--- src/rtl/sl_reciever.sv ---
// sl_reciever: two-wire serial word receiver (sl0 low = 0, sl1 low = 1, both low = stop).
// Ports: clk, reset (async, active high), enable, sl0/sl1 (idle-high raw lines),
//   bitCount (expected data bits - 1) -> dataOut (MSB-aligned word), wordInProces,
//   wordReady, parityValid (odd parity), bitCountValid.
// Option: define SL_RECIEVER_GLITCH_FILTER_EN to require 2 equal samples per line level.
module sl_reciever (
  input  logic        clk,
  input  logic        reset,
  input  logic        enable,
  input  logic        sl0,
  input  logic        sl1,
  input  logic [4:0]  bitCount,
  output logic [31:0] dataOut,
  output logic        wordInProces,
  output logic        wordReady,
  output logic        parityValid,
  output logic        bitCountValid
);
  logic [1:0] s0, s1;
  logic l0, l1, low, done, stop;
  logic in_low, seen0, seen1, pend, pbit, dpar;
  logic [31:0] sr;
  logic [5:0] cnt;
  always_ff @(posedge clk or posedge reset)
    if (reset) begin
      s0 <= 2'b11;
      s1 <= 2'b11;
    end else begin
      s0 <= {s0[0], sl0};
      s1 <= {s1[0], sl1};
    end
`ifdef SL_RECIEVER_GLITCH_FILTER_EN
  logic p0, p1, f0, f1;
  // level passes through only once the current and previous samples agree
  assign l0 = (s0[1] == p0) ? p0 : f0;
  assign l1 = (s1[1] == p1) ? p1 : f1;
  always_ff @(posedge clk or posedge reset)
    if (reset) begin
      p0 <= 1'b1;
      p1 <= 1'b1;
      f0 <= 1'b1;
      f1 <= 1'b1;
    end else begin
      p0 <= s0[1];
      p1 <= s1[1];
      f0 <= l0;
      f1 <= l1;
    end
`else
  assign l0 = s0[1];
  assign l1 = s1[1];
`endif
  assign low  = ~l0 | ~l1;
  assign done = in_low & ~low;
  assign stop = seen0 & seen1;
  always_ff @(posedge clk or posedge reset)
    if (reset) begin
      dataOut       <= '0;
      wordInProces  <= 1'b0;
      wordReady     <= 1'b0;
      parityValid   <= 1'b0;
      bitCountValid <= 1'b0;
      in_low        <= 1'b0;
      seen0         <= 1'b0;
      seen1         <= 1'b0;
      pend          <= 1'b0;
      pbit          <= 1'b0;
      dpar          <= 1'b0;
      sr            <= '0;
      cnt           <= '0;
    end else if (!enable) begin
      in_low       <= 1'b0;
      seen0        <= 1'b0;
      seen1        <= 1'b0;
      wordInProces <= 1'b0;
      pend         <= 1'b0;
      dpar         <= 1'b0;
      sr           <= '0;
      cnt          <= '0;
    end else begin
      in_low <= low;
      seen0  <= low & (seen0 | ~l0);
      seen1  <= low & (seen1 | ~l1);
      if (done) begin
        if (stop) begin
          // a stop only matters inside a word; the pending bit is the parity bit
          if (wordInProces) begin
            dataOut       <= sr;
            parityValid   <= pend & (dpar ^ pbit);
            bitCountValid <= cnt == {1'b0, bitCount} + 6'd1;
            wordReady     <= 1'b1;
            wordInProces  <= 1'b0;
          end
        end else if (!wordInProces) begin
          wordInProces <= 1'b1;
          wordReady    <= 1'b0;
          sr           <= '0;
          cnt          <= '0;
          dpar         <= 1'b0;
          pend         <= 1'b1;
          pbit         <= seen1;
        end else begin
          // the previous pending bit is now known to be data; dpar keeps parity
          // exact even when more than 32 bits have been shifted through
          if (pend) begin
            sr   <= {pbit, sr[31:1]};
            cnt  <= (cnt == 6'd33) ? cnt : cnt + 6'd1;
            dpar <= dpar ^ pbit;
          end
          pend <= 1'b1;
          pbit <= seen1;
        end
      end
    end
endmodule

--- config.mk ---
export PLATFORM = sky130hd
export DESIGN_NAME = sl_reciever
export DESIGN_NICKNAME = d
export VERILOG_FILES = /design/src/rtl/sl_reciever.sv
export SDC_FILE = /design/constraint.sdc
export NUM_CORES = 1
export LEC_CHECK = 0
export CAP_MARGIN = 15
export CORE_UTILIZATION = 49
export DETAILED_ROUTE_END_ITERATION = 7
export PLACE_DENSITY_LB_ADDON = 0.12
export SYNTH_ARGS = -nofsm -noshare
export SYNTH_HDL_FRONTEND = slang
export SYNTH_SLANG_ARGS = --single-unit
export TNS_END_PERCENT = 1
--- constraint.sdc ---
create_clock -name clk -period 2.9 [get_ports clk]
set_input_delay 0.58 -clock clk [delete_from_list [all_inputs] [get_ports clk]]
set_output_delay 0.58 -clock clk [all_outputs]
set_load 0.005 [all_outputs]
==> GITHUB_STEP_SUMMARY <==
## Synthesis and layout report

| Metric | Value |
|---|---|
| Synth area leader | `dfrtp_1` |
| Syn nets | `slightly below 400` |
| Slowest CP cell | `o31a_2` |
| Fp util | `0.5117` |
| Layout cells sized above 1 | `0.07657` |
| Setup TNS | `0 ns` |
| Clock network power share | `0.438` |
| Final instance area | `approximately 0.0043 mm2` |
| Total CTS buffers | `9` |
| Vias in the first global route | `2564` |
| Yosys cell count | `385` |
| Chip area | `between 0.007 and 0.008 mm2` |
| Routed WL | `6651 um` |
| Slew headroom | `0.5381` |
| M2 GR Usage | `0.3225` |
| Switch share | `0.2118` |
| Max-area cell share | `0.5696` |
| Hold Slack | `between 0.3 and 0.4 ns` |
| Status | `completed` |
| Sequential share of power | `0.518` |
| Worst Skew | `0.01020 ns` |
| Crit path buffers/inverters | `0` |
| OpenROAD warnings | `27` |
| Hold Fails Final Rpt | `0` |
| Critical Path AT | `about 2.4 ns` |
-- path summary, 6_finish.rpt --
| kind | from | to | slack, ns | cells past startpoint |
|---|---|---|---|---|
| worst max register to register | s1[1] | cnt[3] | 0.81 | 4 |
| worst min register to register | s1[0] | s1[1] | 0.36 | 0 |
| worst max-delay path | s1[1] | cnt[3] | 0.81 | 4 |
| max in group asynchronous | reset | dpar | 1.68 | 3 |
| min in group asynchronous | reset | dataOut[17] | 0.58 | 2 |
| worst min-delay path | s1[0] | s1[1] | 0.36 | 0 |
-- logic make-up (layout without fill, tap and decap cells) --
| group | count (synthesis) | count (layout) | share of synthesized area |
|---|---|---|---|
| AND-OR/OR-AND | 60 | 60 | 0.09648 |
| XOR/XNOR | 6 | 6 | 0.01495 |
| adder cells (fa/ha/maj) | 3 | 3 | 0.01068 |
| buffers and inverters | 27 | 73 | 0.03204 |
| flip-flops | 84 | 84 | 0.5995 |
| multiplexers | 3 | 3 | 0.008900 |
| AND/OR/NAND/NOR | 202 | 202 | 0.2375 |
-- synth_stat cells, drive strengths merged --
library cell,number
o21ba,1
o21a,1
o31a,1
nand3b,1
and4b,2
mux2i,2
xnor2,2
clkbuf,13
dfrtp,80
nor4b,2
o22ai,2
nor2b,2
or3,3
mux2,1
a221oi,1
a21boi,3
and3,1
a21oi,8
nand2,172
buf,9
nand3,6
nor2,3
o311ai,1
and2,3
nor3,3
a31oi,1
ha,3
nor3b,1
o21ai,38
o31ai,1
dfstp,4
inv,5
a211oi,1
xor2,4
a31o,1
nand4,3
-- sequential cells by signal (all words and copies together) (netlist names) --
| name | count |
|---|---|
| bitCountValid | 1 |
| cnt | 6 |
| dataOut | 32 |
| dpar | 1 |
| in_low | 1 |
| parityValid | 1 |
| pbit | 1 |
| pend | 1 |
| s0 | 2 |
| s1 | 2 |
| seen0 | 1 |
| seen1 | 1 |
| sr | 32 |
| wordInProces | 1 |
| wordReady | 1 |
-- cell type report --
| cell class | count | share of cell area |
|---|---|---|
| clock inverters | 5 | 0.02485 |
| inverters | 5 | 0.004623 |
| flip-flops and latches | 84 | 0.4866 |
| well taps | 96 | 0.02774 |
| repair buffers | 53 | 0.1237 |
| multi-input cells | 274 | 0.3008 |
| clock buffers | 10 | 0.03178 |
-- layer usage --
metal  routed length [um]  vias to the layer above
li1                     -                     1338
met1                 3193                     1204
met2                 3151                       44
met3                  173                       13
met4                  133                        0
met5                    0                        -
-- power by group through the flow --
stage | clock, W | combinational, W | sequential (W)
floorplan | 0 | 0.0000666 | 0.00121
global placement | 0 | 0.000101 | 0.00122
detailed placement | 0 | 0.000104 | 0.00122
CTS | 0.00103 | 0.000104 | 0.00119
global route | 0.00107 | 0.000115 | 0.00120
finish | 0.00101 | 0.000102 | 0.00119
-- worst reg2reg max path: cells and delay by family (launching register included) --
kind / cells / cell delay [ns]
simple gates: 2 / 0.64
compound gates: 2 / 0.82
flops: 1 / 0.56
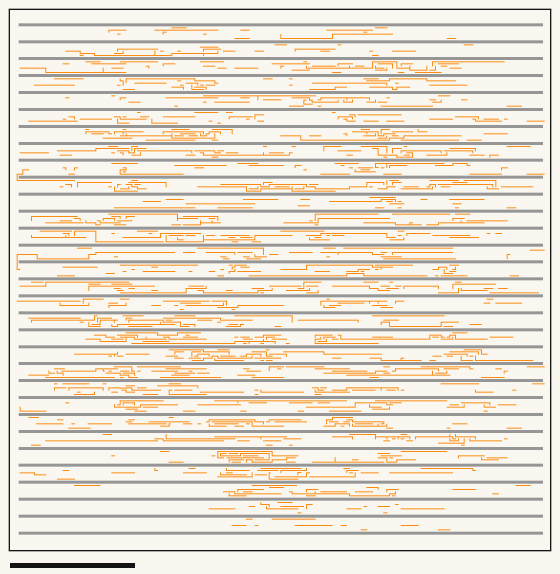
(M1 wires)
The bar under the picture is 20 um long. Supply wires on this layer in gray.
wire length on this layer	3190 um
main direction	horizontal
nets with wire on the layer	393

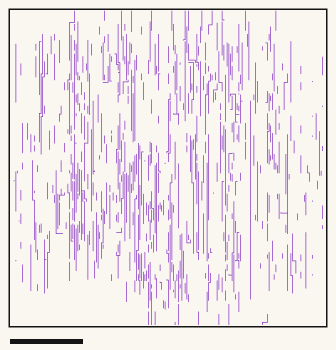
(M2 wires)
The bar under the picture is 20 um long.
nets with wire on the layer	329
longest straight run	54.4 um

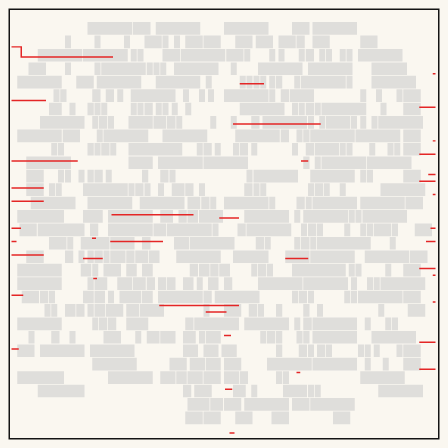
(M3 wires)
Cells faint in the background.
nets with wire on the layer	31
wire length on this layer	174 um
longest straight run	18.4 um
main direction	horizontal
share of all routed wire	2.6%

Power is estimated from default activity; no workload was simulated.
